==> src/rtl/tdc_readout_seq.sv <==
// -----------------------------------------------------------------------------
// tdc_readout_seq
//   Readout sequencer for the TDC status/result frame. Walks a one-hot byte
//   select across the NSEL frame bytes, holds each select for SETTLE cycles,
//   samples the shared readout bus and streams the byte to the host TX path
//   over a valid/ready handshake.
//
//   Optional feature (macro TDC_RDOUT_CHKSUM_EN): an 8-bit running XOR of the
//   NSEL transferred bytes is appended as one extra byte (CHK state).
//
// Ports
//   clk_i          system clock, rising edge
//   rst_i          synchronous active-high reset
//   start_i        frame request, sampled only in IDLE
//   data_in_i      readout bus, holds the byte addressed by sel_out_o
//   sel_out_o      one-hot byte select (all-zero outside SELECT)
//   tx_data_o      byte to the host path
//   tx_valid_o     tx_data_o is valid
//   tx_ready_i     sink accepts; transfer when tx_valid_o & tx_ready_i
//   busy_o         frame in progress
//   frame_done_o   one-cycle pulse at end of frame
//   byte_idx_o     index of the current byte, 0..NSEL-1
// -----------------------------------------------------------------------------
module tdc_readout_seq #(
  parameter int unsigned NSEL   = 24,
  parameter int unsigned SETTLE = 2
) (
  input  logic            clk_i,
  input  logic            rst_i,
  input  logic            start_i,
  input  logic [7:0]      data_in_i,
  output logic [NSEL-1:0] sel_out_o,
  output logic [7:0]      tx_data_o,
  output logic            tx_valid_o,
  input  logic            tx_ready_i,
  output logic            busy_o,
  output logic            frame_done_o,
  output logic [4:0]      byte_idx_o
);

  localparam int unsigned IDX_W = 5;
  localparam int unsigned CNT_W = (SETTLE > 1) ? $clog2(SETTLE) : 1;
  localparam logic [CNT_W-1:0] CNT_LAST = CNT_W'(SETTLE - 1);
  localparam logic [IDX_W-1:0] IDX_LAST = IDX_W'(NSEL - 1);

`ifdef TDC_RDOUT_CHKSUM_EN
  typedef enum logic [2:0] {
    ST_IDLE   = 3'd0,
    ST_SELECT = 3'd1,
    ST_SEND   = 3'd2,
    ST_CHK    = 3'd3,
    ST_DONE   = 3'd4
  } state_e;
`else
  typedef enum logic [2:0] {
    ST_IDLE   = 3'd0,
    ST_SELECT = 3'd1,
    ST_SEND   = 3'd2,
    ST_DONE   = 3'd4
  } state_e;
`endif

  state_e            state_q, state_d;
  logic [NSEL-1:0]   sel_q, sel_d;
  logic [7:0]        tx_data_q, tx_data_d;
  logic              tx_valid_q, tx_valid_d;
  logic              busy_q, busy_d;
  logic              done_q, done_d;
  logic [IDX_W-1:0]  idx_q, idx_d;
  logic [CNT_W-1:0]  cnt_q, cnt_d;
  logic              xfer_c;
`ifdef TDC_RDOUT_CHKSUM_EN
  logic [7:0]        chk_q, chk_d;
`endif

  // A transfer can only happen while we present valid (SEND or CHK).
  assign xfer_c = tx_valid_q & tx_ready_i;

  // State and output registers; reset abandons any frame in flight.
  always_ff @(posedge clk_i) begin
    if (rst_i) begin
      state_q    <= ST_IDLE;
      sel_q      <= '0;
      tx_data_q  <= 8'h00;
      tx_valid_q <= 1'b0;
      busy_q     <= 1'b0;
      done_q     <= 1'b0;
      idx_q      <= '0;
      cnt_q      <= '0;
`ifdef TDC_RDOUT_CHKSUM_EN
      chk_q      <= 8'h00;
`endif
    end else begin
      state_q    <= state_d;
      sel_q      <= sel_d;
      tx_data_q  <= tx_data_d;
      tx_valid_q <= tx_valid_d;
      busy_q     <= busy_d;
      done_q     <= done_d;
      idx_q      <= idx_d;
      cnt_q      <= cnt_d;
`ifdef TDC_RDOUT_CHKSUM_EN
      chk_q      <= chk_d;
`endif
    end
  end

  // Next-state logic; registered outputs are derived from the next state so
  // they line up with the state they describe.
  always_comb begin
    state_d   = state_q;
    idx_d     = idx_q;
    cnt_d     = cnt_q;
    tx_data_d = tx_data_q;
`ifdef TDC_RDOUT_CHKSUM_EN
    chk_d     = chk_q;
`endif

    unique case (state_q)
      ST_IDLE: begin
        if (start_i) begin
          state_d = ST_SELECT;
          idx_d   = '0;
          cnt_d   = '0;
`ifdef TDC_RDOUT_CHKSUM_EN
          chk_d   = 8'h00;
`endif
        end
      end

      ST_SELECT: begin
        // Sample the bus on the last settle cycle, while the select is still held.
        if (cnt_q == CNT_LAST) begin
          tx_data_d = data_in_i;
          cnt_d     = '0;
          state_d   = ST_SEND;
        end else begin
          cnt_d = cnt_q + CNT_W'(1);
        end
      end

      ST_SEND: begin
        if (xfer_c) begin
`ifdef TDC_RDOUT_CHKSUM_EN
          chk_d = chk_q ^ tx_data_q;
`endif
          if (idx_q == IDX_LAST) begin
`ifdef TDC_RDOUT_CHKSUM_EN
            tx_data_d = chk_q ^ tx_data_q;
            state_d   = ST_CHK;
`else
            state_d   = ST_DONE;
`endif
          end else begin
            idx_d   = idx_q + IDX_W'(1);
            state_d = ST_SELECT;
          end
        end
      end

`ifdef TDC_RDOUT_CHKSUM_EN
      ST_CHK: begin
        if (xfer_c) begin
          state_d = ST_DONE;
        end
      end
`endif

      ST_DONE: begin
        state_d = ST_IDLE;
      end

      default: begin
        state_d = ST_IDLE;
      end
    endcase

    sel_d      = (state_d == ST_SELECT) ? (NSEL'(1) << idx_d) : '0;
`ifdef TDC_RDOUT_CHKSUM_EN
    tx_valid_d = (state_d == ST_SEND) || (state_d == ST_CHK);
`else
    tx_valid_d = (state_d == ST_SEND);
`endif
    busy_d     = (state_d != ST_IDLE);
    done_d     = (state_d == ST_DONE);
  end

  assign sel_out_o    = sel_q;
  assign tx_data_o    = tx_data_q;
  assign tx_valid_o   = tx_valid_q;
  assign busy_o       = busy_q;
  assign frame_done_o = done_q;
  assign byte_idx_o   = idx_q;

endmodule

==> config.mk <==
export PLATFORM = sky130hd
export DESIGN_NAME = tdc_readout_seq
export DESIGN_NICKNAME = d
export VERILOG_FILES = /design/src/rtl/tdc_readout_seq.sv
export SDC_FILE = /design/constraint.sdc
export NUM_CORES = 1
export LEC_CHECK = 0
export ABC_AREA = 1
export CAP_MARGIN = 20
export CORE_AREA = 2 2 67 69
export CTS_BUF_LIST = sky130_fd_sc_hd__clkbuf_8
export DETAILED_ROUTE_END_ITERATION = 7
export DIE_AREA = 0 0 69 71
export GPL_ROUTABILITY_DRIVEN = 0
export GPL_TIMING_DRIVEN = 0
export PLACE_DENSITY_LB_ADDON = 0.3
export SLEW_MARGIN = 5
export SYNTH_ARGS = -nofsm -noshare
export SYNTH_HDL_FRONTEND = slang
export SYNTH_SLANG_ARGS = --single-unit
==> constraint.sdc <==
create_clock -name clk_i -period 4.59 [get_ports clk_i]
set_clock_uncertainty 0.1 [all_clocks]
set_input_delay 1.377 -clock clk_i [delete_from_list [all_inputs] [get_ports clk_i]]
set_output_delay 1.377 -clock clk_i [all_outputs]
set_load 0.005 [all_outputs]
### Signal wires on met1

The bar under the picture is 20 um long. Supply wires on this layer in gray.
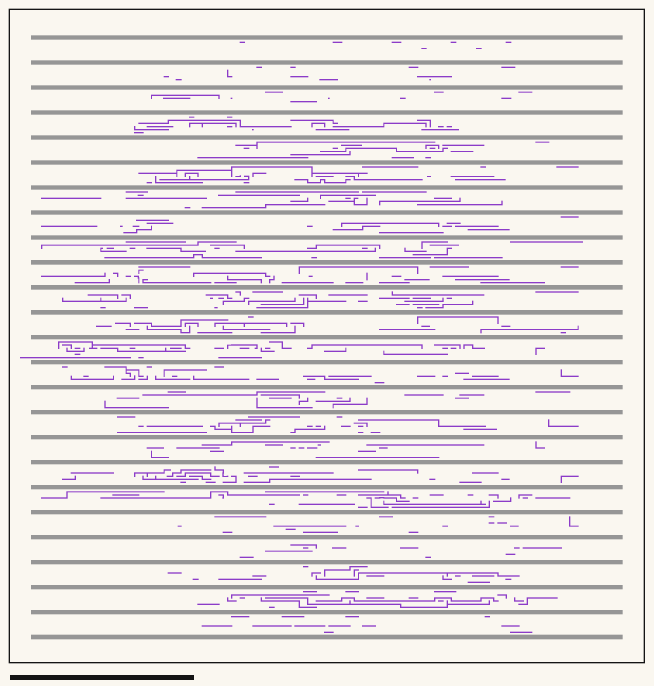
share of all routed wire: 46%
wire length on this layer: 1540 um
nets with wire on the layer: 224
met1 GRT Util: 18.1%
vias: 1429

### Signal wires on met2

Cells faint in the background.
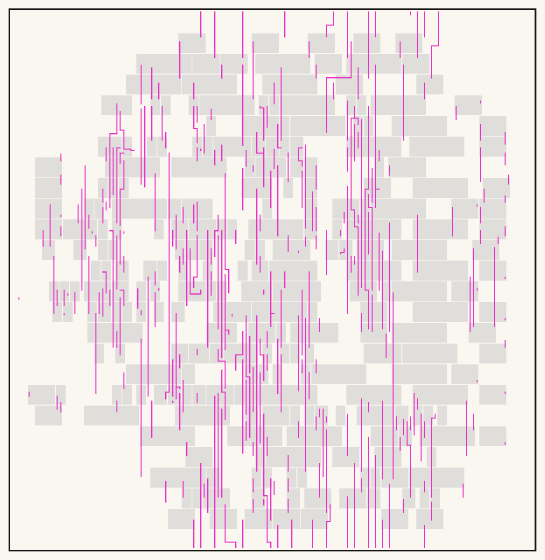
main direction: vertical
nets with wire on the layer: 219

### Met3 routing

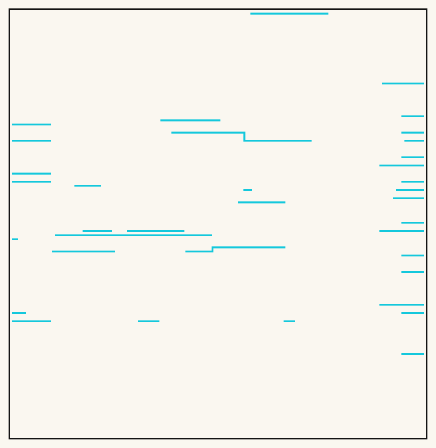
share of all routed wire: 7.0%
wire length on this layer: 236 um
nets with wire on the layer: 32
longest straight run: 25.8 um
main direction: horizontal
met3 usage: 4.84%
final WL: 3370 um

### Cell classes on the final placement

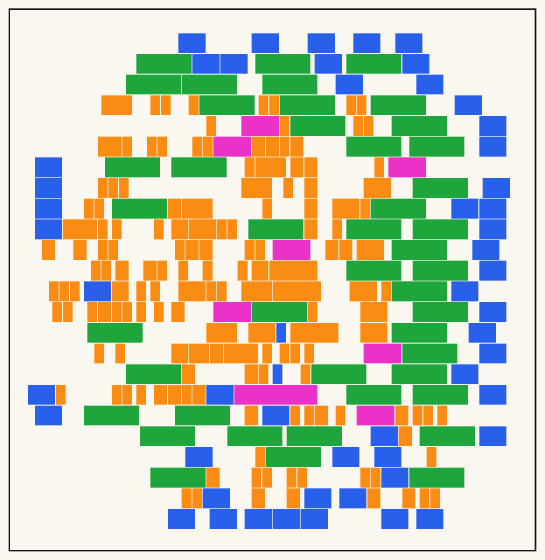
| color | class | cells | share of their area |
|---|---|---|---|
| orange | remaining logic cells | 151 | 34% |
| magenta | clock drivers and dummy loads | 8 | 5.5% |
| blue | remaining buffers and delay cells | 53 | 22% |
| green | registers | 44 | 38% |
Post-Route Utilization: 56.6%
Seq area share: 37.0%
fin area: 2380 sq um
CORE AREA: 4200 sq um

==> GITHUB_STEP_SUMMARY <==
### Metrics collected by this job

| Metric | Value |
|---|---|
| Outcome | finished, final reports clean |
| Hpwl dp | about 2600 um |
| Fin crit period | 2800 ps |
| Min-Delay Path Class | reg2reg |
| Clock buffer depth | 2 |
| Synth Net Count | 210 |
| Top cell by count, worst path | nand2_1 |
| R2R Setup Slk | 2770 ps |
| FP Util | between 30% and 40% |
| Die Span Y | 71 um |
| Endpoint class of the critical path | flop |
| Tool warnings | 26 |
| Initial antenna violation count | 0 |
| IO Pins | 52 |
| Row cnt | 24 |
| Vias per inst | approximately 4.6 |
| Residual DRC count | 0 |
| Worst-path cell chain | clkdlybuf4s50_1, nand2_1, inv_2, nand3_1, nand2_1, nor2_1, nand2_1, nand2_4, inv_2, nand3_1, nor2_1 |
| Max cap viols | 0 |
| EDFF count, synth | 0 |
| Synth area leader | dfxtp_1 |
| Synth top cell by count | nor2_1 |
| Min Hold Slack | between 300 and 400 ps |
| Comb area | slightly above 700 sq um |
| Crit share post-route | between 60% and 70% |
| Area of placed instances | about 2300 sq um |
| Synth flops | 44 |
| Slowest-stage cell, CP | clkdlybuf4s50_1 |
| Root buffer cell | clkbuf_8 |
| Dominant cell area share | 52.5% |
| Total GRT Usage | 14.6% |
| # Cells Yosys | 197 |
| Power Density | ~320 nW/um^2 |
| Chip Area, Yosys | around 1700 sq um |
| Drt first-iter violations | roughly 74 |
| FF-to-FF path depth | 11 |
| DR pass1 iterations | 4 |
| Num CTS Buffers | 5 |
| Worst Min Path Start | tx_data_o[7] |
| Remaining global-route overflow | 0 |
| Die Size | just under 5000 sq um |
==> routing by layer <==
| layer | share of wire, % | up-vias | track usage (%) |
|---|---|---|---|
| li1 | - | 749 | - |
| met1 | 46 | 629 | 18.1 |
| met2 | 45 | 45 | 23.7 |
| met3 | 7.0 | 6 | 4.84 |
| met4 | 1.7 | 0 | 5.88 |
| met5 | 0 | - | 0 |
==> cells in the final DEF, fill, tap and decap left out, types with 2 or more instances in the layout <==
cell type / count
clkdlybuf4s50_1: 51
nor2_1: 45
dfxtp_1: 44
nand2_1: 31
nand3_1: 15
o21ai_0: 10
inv_1: 8
clkbuf_8: 7
inv_2: 6
nor3_2: 6
nor3_1: 5
nor2_4: 4
nand2_2: 3
nand3_2: 3
nand3_4: 3
clkbuf_1: 2
nand2_4: 2
a21oi_1: 2
==> cell type report <==
class | count | area share, %
inverter | 16 | 2.58
sequential | 44 | 37.0
clock buffer | 7 | 4.05
clock inverter | 1 | 1.26
timing repair buffer | 51 | 21.5
buffer | 2 | 0.316
multi-input combinational | 135 | 30.6
tap | 52 | 2.74
==> sequential cells by signal, summed over array words and instances, names as in the netlist <==
name / count
tx_data_o: 8
byte_idx_o: 5
cnt_q: 1
frame_done_o: 1
tx_valid_o: 1
state_q: 3
sel_out_o: 24
busy_o: 1
==> how the worst max path moves through the flow <==
stage | slack (ps) | cells past startpoint | end
6_report | 1790 | 11 | sel_out_o[16]
5_1_grt | 1560 | 11 | sel_out_o[1]
4_1_cts | 1770 | 11 | sel_out_o[20]
3_5_place_dp | 1470 | 11 | sel_out_o[20]
3_3_place_gp | 1470 | 11 | sel_out_o[20]
2_1_floorplan | 2150 | 10 | sel_out_o[20]
==> critical path: cells and delay by family <==
family	cells	cell delay, ps
buf+inv	3	710
simple gates	8	840
==> per-stage QoR <==
stage / setup WS, ps / utilization, % / cells
after floorplan: 2150 / - / 197
after global placement: 1470 / 53.6 / 300
after detailed placement: 1470 / 53.6 / 300
after CTS: 1770 / 56.6 / 308
after global routing: 1560 / 56.6 / 308
final: 1790 / 56.6 / 308
==> power by group <==
group / internal [uW] / switching [uW] / total (uW) / leakage, uW
logic: 26.9 / 26.6 / 53.5 / 0.000472
registers: 389 / 4.17 / 393 / 0.000356
clock network: 192 / 127 / 318 / 0.0000645
total: 608 / 157 / 765 / 0.000892
==> cells by family after synthesis <==
group / count (synthesis) / synth area share (%)
AND/OR/NAND/NOR: 120 / 38.2
flip-flops: 44 / 52.5
buffers and inverters: 18 / 4.10
AND-OR/OR-AND: 14 / 4.40
adder cells (fa/ha/maj): 1 / 0.746
Power and IR drop assume default switching activity.
